--- config.mk ---
export PLATFORM = sky130hd
export DESIGN_NAME = sp_ram_be_clr
export DESIGN_NICKNAME = d
export VERILOG_FILES = /design/src/rtl/sp_ram_be_clr.sv
export SDC_FILE = /design/constraint.sdc
export NUM_CORES = 1
export LEC_CHECK = 0
export ABC_AREA = 1
export CORE_UTILIZATION = 35
export DETAILED_ROUTE_END_ITERATION = 8
export PLACE_DENSITY_LB_ADDON = 0.25
export SYNTH_ARGS = -nofsm -noshare
export SYNTH_HDL_FRONTEND = slang
export SYNTH_SLANG_ARGS = --single-unit
export TNS_END_PERCENT = 5
--- constraint.sdc ---
create_clock -name clk -period 6.3 [get_ports clk]
set_input_delay 1.26 -clock clk [delete_from_list [all_inputs] [get_ports clk]]
set_output_delay 1.26 -clock clk [all_outputs]
set_load 0.02 [all_outputs]
--- src/rtl/sp_ram_be_clr.sv ---
// ---------------------------------------------------------------------------
// sp_ram_be_clr
//
// Single-port synchronous RAM with per-lane byte enables, a selectable
// read-during-write behaviour, a read-data valid strobe and a hardware clear
// engine. The clear engine sweeps zeros through every word after reset and
// whenever clr is pulsed. While it runs, busy is high and accesses are dropped.
//
// Optional feature (compile-time macro):
//   OUTPUT_REG_EN  - adds a second output register stage. Read latency becomes
//                    2 cycles and valid is delayed to stay aligned with
//                    data_out.
//
// Parameters:
//   data_width  word width in bits (integer multiple of lane_width)
//   addr_width  address width; depth = 2**addr_width words
//   lane_width  bits covered by one byte-enable lane
//   read_mode   0 = read-first (old word), 1 = write-first (merged new word)
//
// Ports:
//   clk       in   rising-edge clock
//   rst_n     in   asynchronous active-low reset
//   en        in   access request
//   we        in   write qualifier for an accepted access
//   be        in   lane write enables, bit i covers data_in[i*lane_width +: lane_width]
//   addr      in   word address
//   data_in   in   write data
//   clr       in   one-cycle request to start a clear sweep
//   busy      out  clear sweep in progress
//   data_out  out  registered read data
//   valid     out  data_out updated by an accepted access
// ---------------------------------------------------------------------------
module sp_ram_be_clr #(
    parameter int data_width = 32,
    parameter int addr_width = 4,
    parameter int lane_width = 8,
    parameter int read_mode  = 0
) (
    input  logic                               clk,
    input  logic                               rst_n,
    input  logic                               en,
    input  logic                               we,
    input  logic [data_width/lane_width-1:0]   be,
    input  logic [addr_width-1:0]              addr,
    input  logic [data_width-1:0]              data_in,
    input  logic                               clr,
    output logic                               busy,
    output logic [data_width-1:0]              data_out,
    output logic                               valid
);

    localparam int lanes = data_width / lane_width;
    localparam int depth = 2 ** addr_width;

    typedef enum logic {
        IDLE  = 1'b0,
        CLEAR = 1'b1
    } state_t;

    state_t                 state;
    state_t                 state_next;
    logic [addr_width-1:0]  ptr;
    logic [addr_width-1:0]  ptr_next;

    logic [data_width-1:0]  mem [depth];

    logic                   accept;
    logic [data_width-1:0]  old_word;
    logic [data_width-1:0]  merged_word;
    logic [data_width-1:0]  read_word;

    logic [data_width-1:0]  rd_data;
    logic                   rd_valid;

    assign busy     = (state == CLEAR);
    assign accept   = en && !busy;
    assign old_word = mem[addr];

    // Build the post-write word lane by lane; a read (we=0) leaves it equal
    // to the stored word, so the same value serves both access kinds.
    always_comb begin
        merged_word = old_word;
        for (int i = 0; i < lanes; i++) begin
            if (we && be[i]) begin
                merged_word[i*lane_width +: lane_width] = data_in[i*lane_width +: lane_width];
            end
        end
        read_word = (read_mode == 1) ? merged_word : old_word;
    end

    // Clear-engine state register. Reset lands in CLEAR with ptr=0 so that a
    // full sweep starts automatically on release.
    always_ff @(posedge clk or negedge rst_n) begin
        if (!rst_n) begin
            state <= CLEAR;
            ptr   <= '0;
        end else begin
            state <= state_next;
            ptr   <= ptr_next;
        end
    end

    // Sweep sequencing: ptr walks every word once, wrapping to 0 on the last
    // word so the next sweep starts at the bottom. clr during a sweep is ignored.
    always_comb begin
        state_next = state;
        ptr_next   = ptr;
        case (state)
            CLEAR: begin
                ptr_next = ptr + addr_width'(1);
                if (ptr == addr_width'(depth - 1)) begin
                    state_next = IDLE;
                end
            end
            IDLE: begin
                if (clr) begin
                    state_next = CLEAR;
                    ptr_next   = '0;
                end
            end
            default: begin
                state_next = CLEAR;
                ptr_next   = '0;
            end
        endcase
    end

    // Storage array is not reset; only the sweep zeroes it. The sweep owns
    // the write port while busy, which is also when accesses are refused.
    always_ff @(posedge clk) begin
        if (busy) begin
            mem[ptr] <= '0;
        end else if (accept && we) begin
            mem[addr] <= merged_word;
        end
    end

    // First output stage: data_out holds between accepted accesses,
    // valid pulses once per accepted access.
    always_ff @(posedge clk or negedge rst_n) begin
        if (!rst_n) begin
            rd_data  <= '0;
            rd_valid <= 1'b0;
        end else begin
            rd_valid <= accept;
            if (accept) begin
                rd_data <= read_word;
            end
        end
    end

`ifdef OUTPUT_REG_EN
    logic [data_width-1:0]  out_data;
    logic                   out_valid;

    // Second output stage loads every cycle, so it delays data and valid
    // together and keeps full throughput.
    always_ff @(posedge clk or negedge rst_n) begin
        if (!rst_n) begin
            out_data  <= '0;
            out_valid <= 1'b0;
        end else begin
            out_data  <= rd_data;
            out_valid <= rd_valid;
        end
    end

    assign data_out = out_data;
    assign valid    = out_valid;
`else
    assign data_out = rd_data;
    assign valid    = rd_valid;
`endif

endmodule

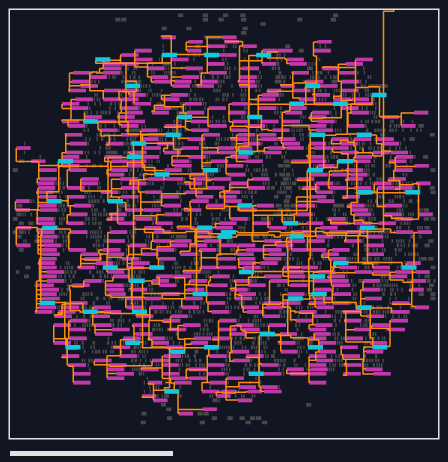
Run 1: routed clock nets over the placement
Scale bar: 100 um.
cyan -> cells driving clock nets  # count 58
magenta -> flip-flops  # count 550
orange -> clock wires  # length 6890 um
routed clock nets = 59
flops lie = widely spread
Max Clock Skew: 0.0171 ns
Clk. pwr: 3.36 mW
clk_lat worst skew: 0.61 ns

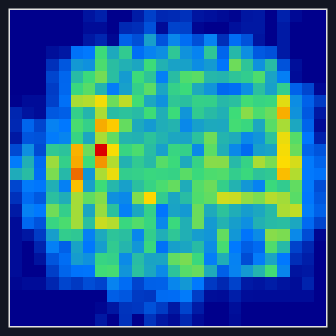
Run 1: routed metal per tile
The die is cut into 26 by 26 equal tiles; dark blue is low, red is high, scaled to the fullest tile. Values are wire area over tile area, all layers added.
tiles over half the peak = 16%
nearly empty tiles = 17%
fullest tile = 0.54
mean over tiles = 0.15
gr usage total: 19.3%
via count: 16054
final WL: 66500 um
WL/cell: 20.0 um

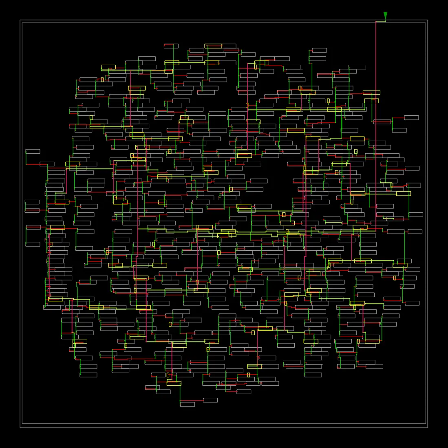
Run 1: clock wiring as the flow saved it
Clock Buffer Count: 77
clock buffer count from CTS: 58
Sink Count: 550

## run 1: report_power, final
group	internal [mW]	total [mW]	switching, mW	leakage, nW
Sequential	4.88	5.07	0.195	5.30
Clock	1.96	3.36	1.40	0.909
Combinational	0.539	2.00	1.46	5.59
## run 1: cell families after synthesis
kind of cell,synth area share (%)
and+or+nand+nor,23.8
DFF,68.5
buffers and inverters,7.36
AOI/OAI and AO/OA,0.273
adders and majority gates,0.0525
## run 1: state kept, by name, summed over array words and instances, names as in the netlist
register  flops
busy          1
valid         1
ptr           4
mem         512
data_out     32
## run 1: worst max-delay path, delay by kind of cell
family	cells	cell delay [ns]
buffers and inverters	1	0.93
and+or+nand+nor	3	2.00
AOI/OAI and AO/OA	1	0.46
==> flow_summary.ini, run 1 <==
; synthesis and place-and-route metrics
[floorplanning]
die_h_um = 263
taps = 873
rows = 95

[finish]
fillers = 6502
final_core_util_pct = 40.6
nNonClkBuffers = 108
regArea_sq_um = 16300
buffer_area_share_pct = 3.85
stdcell_area_sq_um = 27300
mostFrequentLayoutCell = nand2_1
lay_top_cells = nand2_1, edfxtp_1, nand3_1
sh_comb_area_pct = 21.5
num-nets-final = 2461
diodes = 0
logic_area_sq_um = 5870
drive_above_1_share_pct = 5.97

[route]
drt-met1-wl_um = 28200
wl_met3_um = 3160
first_iter_violations = 1307
wl_met2_um = 32900
viasPerCell = 4.82

[place]
postPlaceCellArea_sq_um = 25500
place.gp.congestion = 0.814
post-place-cells = 3228
dp_slack_ns = 1.10

[sta]
worst_pin_slew_ns = 1.26
fmax_mhz = 223
slew_viol_final = 0
setup_slack_ns = 1.81
finalClockPeriodUsage_pct = 71.3
grt_setup_unrepaired = false
holdWs_ns = 0.452
fin_tns_setup_ns = 0

[yosys]
yosysUniqueCellTypes = 25
yosysTopAreaCell = edfxtp_1
synth_area_sq_um = 23800
top_cells_by_count = nand2_1, edfxtp_1, nand3_1
top_cell = nand2_1
synth.avg_cell_area_sq_um = 10.1
netlist.area_leader.share_pct = 64.5
ys_warn_count = 0
synth-area-yosys_sq_um = 23800

[worst_hold_path]
hold_start = ptr[3]$_DFFE_PN0P_
min_path_cells = 1
holdPathEnd = busy$_DFF_PN1_
worstHoldPathType = reg -> reg

[clock_tree]
clock-root-buffer = clkbuf_16
cts_hold_buf = 0
path_clk_slew_ns = 0.06
clock_path_buffers = 3

[worst_setup_path]
endpoint = mem[14][7]$_DFFE_PP_
reg2reg_depth = 8
start_kind = primary input
startpoint = we
cp_data_required_time_ns = 6.52
crit_type = in -> reg
path_cells = clkdlybuf4s50_1 > nand2_4 > o21ai_1 > nand3_1 > nor2_4
cp_slowest_cell = nor2_4

[power_and_ir_drop]
total_power_mw = 10.4
power.leakage_nw = 11.8
powerDensity_nw_per_um2 = 382
vdd_drop_max_uv = 173

[grt]
grt_max_degree = 140
grt_pass1_vias = 15894
grt_use_met3_pct = 2.40

[status]
outcome = complete, no violations
==> run 2: changes to the inputs <==
==> constraint.sdc (replaced) <==
create_clock -name clk -period 4.2 [get_ports clk]
set_input_delay 0.84 -clock clk [delete_from_list [all_inputs] [get_ports clk]]
set_output_delay 0.84 -clock clk [all_outputs]
set_load 0.02 [all_outputs]
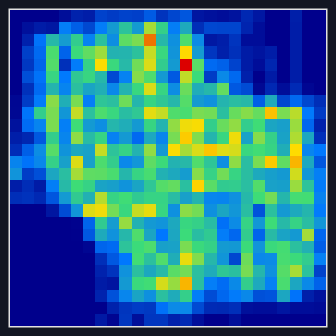
Run 2: routed metal per tile
The die is cut into 26 by 26 equal tiles; dark blue is low, red is high, scaled to the fullest tile. Values are wire area over tile area, all layers added.
final WL: 64300 um
WL/cell: 19.1 um
gr usage total: 18.6%

==> run 2 against run 1 <==
  * Sequential cell count is the same
  * First-iteration DRC count shrank 4.6%
  * Final cell count grew 1.0%
  * Via count grew 1.4%
  * Critical path depth grew 1
  * Register-to-register slack lost 1.1 ns
  * Sequential share of layout area shrank 0.80 points
  * Critical endpoint is now mem[12][10]$_DFFE_PP_
  * Design area grew 1.4%
  * Worst setup slack lost 0.43 ns
  * Global-route usage shrank 0.65 points
  * Clock-buffer cell count shrank 10
==> flow_summary.ini, run 2 <==
; synthesis and place-and-route metrics
[status]
outcome = complete, no violations

[floorplanning]
rows = 95
die_h_um = 263

[power_and_ir_drop]
switching_share_pct = 29.9
power_switching_mw = 4.79
power_frac_comb_pct = 20.1
powerDensity_nw_per_um2 = 580
power.group.top = registers
clk-power_mw = 5.24
power_frac_seq_pct = 47.3
p_int_mw = 11.3
powerComb_mw = 3.23
total_power_mw = 16.1
p_clk_share_pct = 32.6
power.leakage_nw = 12.0

[yosys]
ys_cells = 2367
synth-area-yosys_sq_um = 23800
synth.logic.top_family = simple AND/OR/NAND/NOR gates
yosysTopAreaCell = edfxtp_1
ys_sh_adder_pct = 0.0525
netlist.area_leader.share_pct = 64.5
synth.avg_cell_area_sq_um = 10.1
yosysUniqueCellTypes = 25
aoi_share_pct = 0.273
simple_gate_share_pct = 23.8
xor_area_share_pct = 0
top_cell = nand2_1
synth_area_sq_um = 23800
ys_warn_count = 0
synthMuxAreaShare_pct = 0
top_cells_by_count = nand2_1, edfxtp_1, nand3_1

[clock_tree]
cts_hold_buf = 0
clock-root-buffer = clkbuf_16
path_clk_slew_ns = 0.06
clkLatencyLatePin_ns = 0.63
cts_tree = yes
clock_path_buffers = 3
cts-htree-levels = 2
cts_sinks = 550
cts-buffers-inserted = 59

[sta]
finalClockPeriodUsage_pct = 67.2
fin_tns_setup_ns = 0
finalClockSkew_ns = 0.0300
holdWs_ns = 0.198
worst_pin_slew_ns = 0.781
grt_setup_unrepaired = false
fmax_mhz = 354
slew_viol_final = 0

[worst_setup_path]
endpoint = mem[12][10]$_DFFE_PP_
cp_top_family = buffers and inverters
start_kind = primary input
path_cells = clkdlybuf4s50_1 > nand2_4 > o21ai_1 > nand3_1 > nor2_4 > buf_4
crit_type = in -> reg
startpoint = we
cp_slowest_cell = clkdlybuf4s50_1
worst-path-stages = 6
cp_data_required_time_ns = 4.47
crit_buf_inv = 2
reg2reg_depth = 9

[finish]
largest_reg_flops = 512
diodes = 0
lay_top_cells = nand2_1, edfxtp_1, nand3_1
num-nets-final = 2491
top_register = mem

[worst_hold_path]
worstHoldPathType = in -> async

[route]
drt-met1-wl_um = 28500
vias = 16273
wl_met3_um = 3310
viasPerCell = 4.83
wl_met2_um = 30900
first_iter_violations = 1247

[grt]
grt_pass1_vias = 15765
grt_max_degree = 117

[place]
place.gp.congestion = 0.786
post-place-cells = 3257
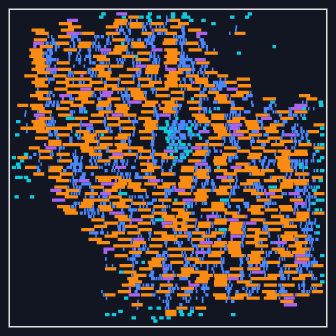
Run 2: placement by cell class
orange -> flip-flops  # cells 550, share of their area 61%
blue -> all other logic  # cells 1697, share of their area 26%
purple -> clock drivers and dummy loads  # cells 111, share of their area 7.4%
cyan -> other buffers and delay cells  # cells 137, share of their area 4.9%
fin area: 27700 sq um
Seq/total area: 58.9%
Layout Utilization: 41.2%
Core Region: 67300 sq um

[run 2: area by class of cell]
| class | count | area [sq um] |
|---|---|---|
| clock inverter | 44 | 433 |
| inverter | 301 | 1140 |
| timing repair buffer | 137 | 1310 |
| fill | 6479 | 39600 |
| tap | 873 | 1090 |
| sequential | 550 | 16300 |
| clock buffer | 67 | 1530 |
| multi-input combinational | 1396 | 5870 |
[run 2: per-stage QoR]
stage               worst slack, ns  instance area (sq um)
floorplan                     0.777                  23800
global placement              0.819                  25700
detailed placement            0.750                  25700
CTS                            1.40                  27700
global route                   1.23                  27700
finish                         1.38                  27700
[run 2: metal layers]
metal,vias up,track usage [%]
li1,7815,-
met1,7914,25.5
met2,445,31.0
met3,99,2.56
met4,0,5.39
met5,-,0
==> run 3: changes to the inputs <==
==> constraint.sdc (replaced) <==
create_clock -name clk -period 2.8 [get_ports clk]
set_input_delay 0.56 -clock clk [delete_from_list [all_inputs] [get_ports clk]]
set_output_delay 0.56 -clock clk [all_outputs]
set_load 0.02 [all_outputs]
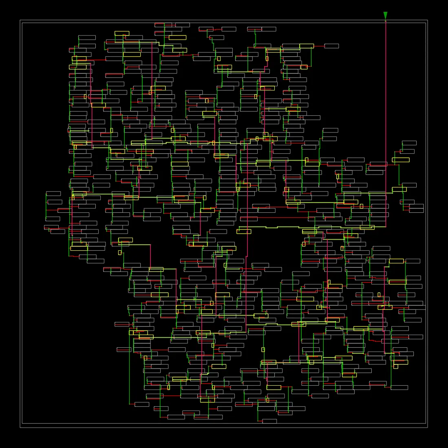
Run 3: clock wiring as the flow saved it
Clock Buffer Count: 67
flip-flops: 550
Max Clock Skew: 0.0208 ns
clk_lat worst skew: 0.62 ns
clock buffer count from CTS: 57

==> run 3 against run 2 <==
  * Area after synthesis did not move
  * Core utilization rose by 1.9 points
  * Via count rose by 1.2%
  * Clock-buffer cell count did not move
  * Sequential power rose by about 50%
  * Wire length rose by 1.7%
  * Register-to-register slack got worse by 1.2 ns
  * Die size did not move
  * Sequential cell count did not move
  * Design area rose by 4.6%
  * First-iteration DRC count rose by 2.3%
  * Critical path type is now reg -> out
==> flow_summary.ini, run 3 <==
; synthesis and place-and-route metrics
[status]
outcome = complete, no violations

[finish]
largest_reg_flops = 512
top_register = mem
lay_top_cells = nand2_1, edfxtp_1, nand3_1
num-nets-final = 2554
mostFrequentLayoutCell = nand2_1
stdcell_area_sq_um = 29000
final_core_util_pct = 43.1
drive_above_1_share_pct = 9.74

[worst_setup_path]
crit_type = reg -> out
crit_buf_inv = 1
worst-path-stages = 1
cpPeakStageDelay_ns = 0.67
cp_slowest_cell = clkdlybuf4s50_1
cp_data_required_time_ns = 2.24
cp_top_family = buffers and inverters
start_kind = flop
path_cells = clkdlybuf4s50_1
endpoint = busy
reg2reg_depth = 9
startpoint = busy$_DFF_PN1_

[sta]
grt_setup_unrepaired = false
fin_crit_ns = 2.45
fmax_mhz = 408
holdWs_ns = 0.440
finalClockPeriodUsage_pct = 87.4
setup_slack_ns = 0.352
slew_viol_final = 0
fin_tns_setup_ns = 0
worst_pin_slew_ns = 0.649

[worst_hold_path]
hold_start = ptr[3]$_DFFE_PN0P_
min_path_cells = 1
worstHoldPathType = reg -> reg
holdPathEnd = busy$_DFF_PN1_

[yosys]
simple_gate_share_pct = 23.8
netlist.area_leader.share_pct = 64.5
ys_sh_adder_pct = 0.0525
yosysTopAreaCell = edfxtp_1
ys_cells = 2367
yosysUniqueCellTypes = 25
ys_warn_count = 0
aoi_share_pct = 0.273
synth-area-yosys_sq_um = 23800
synth.avg_cell_area_sq_um = 10.1
synth_area_sq_um = 23800
xor_area_share_pct = 0
synth.logic.top_family = simple AND/OR/NAND/NOR gates
top_cells_by_count = nand2_1, edfxtp_1, nand3_1
top_cell = nand2_1

[power_and_ir_drop]
powerComb_mw = 5.44
power.group.top = registers
pg_seq_mw = 11.4
vdd_drop_max_uv = 477
power_switching_mw = 7.16
powerDensity_nw_per_um2 = 856
switching_share_pct = 28.9
clk-power_mw = 7.99
total_power_mw = 24.8
p_int_mw = 17.6
p_clk_share_pct = 32.2
power_frac_seq_pct = 45.8

[floorplanning]
rows = 95
die_x_um = 263
core_sq_um = 67300
die_h_um = 263

[route]
wl_met3_um = 3370
wl_met2_um = 31400
routedWlPerCell_um = 19.1
drt-met1-wl_um = 29100

[clock_tree]
cts_sinks = 550
cts-htree-levels = 2
clock-root-buffer = clkbuf_16
clock_path_buffers = 3
cts-resized-gates = 0
path_clk_slew_ns = 0.06

[place]
postPlaceCellArea_sq_um = 27000
place.gp.congestion = 0.834
dp_slack_ns = -0.00645

[grt]
grt.total_usage_pct = 19.0
grt_pass1_vias = 15933
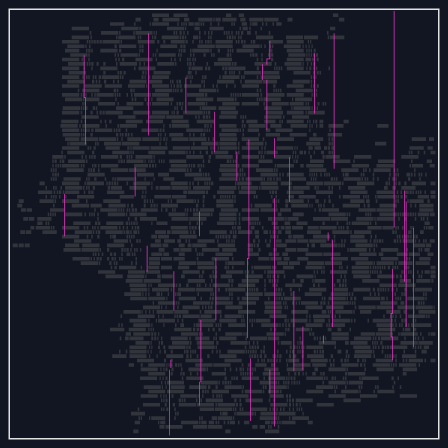
Run 3: signal wires on met4
main direction = vertical
longest straight run = 140 um
nets with wire on the layer = 18
wire length on this layer = 1480 um
share of all routed wire = 2.3%
via count: 16476
final WL: 65400 um

-- run 3: cell counts after synthesis --
No cell type changed its count.
-- run 3: area by class of cell --
| cell class | count | area [sq um] |
|---|---|---|
| repair buffers | 202 | 2560 |
| clock inverters | 41 | 510 |
| flip-flops and latches | 550 | 16300 |
| clock buffers | 67 | 1460 |
| well taps | 873 | 1090 |
| fillers | 6401 | 38300 |
| diodes | 1 | 2.50 |
| multi-input cells | 1396 | 5870 |
| inverters | 301 | 1140 |
-- run 3: routing by layer --
layer  vias to the layer above  GRT usage [%]
li1                       7936              -
met1                      8022           26.0
met2                       430           31.7
met3                        88           2.59
met4                         0           5.12
met5                         -              0
-- run 3: what timing repair did --
action / in CTS / in global routing
hold buffers: 1 / 0
endpoints found under the setup margin: 0 / 0
hold endpoints to repair: 18 / 0
No activity file was given, so power comes from the tool's default toggle rates.
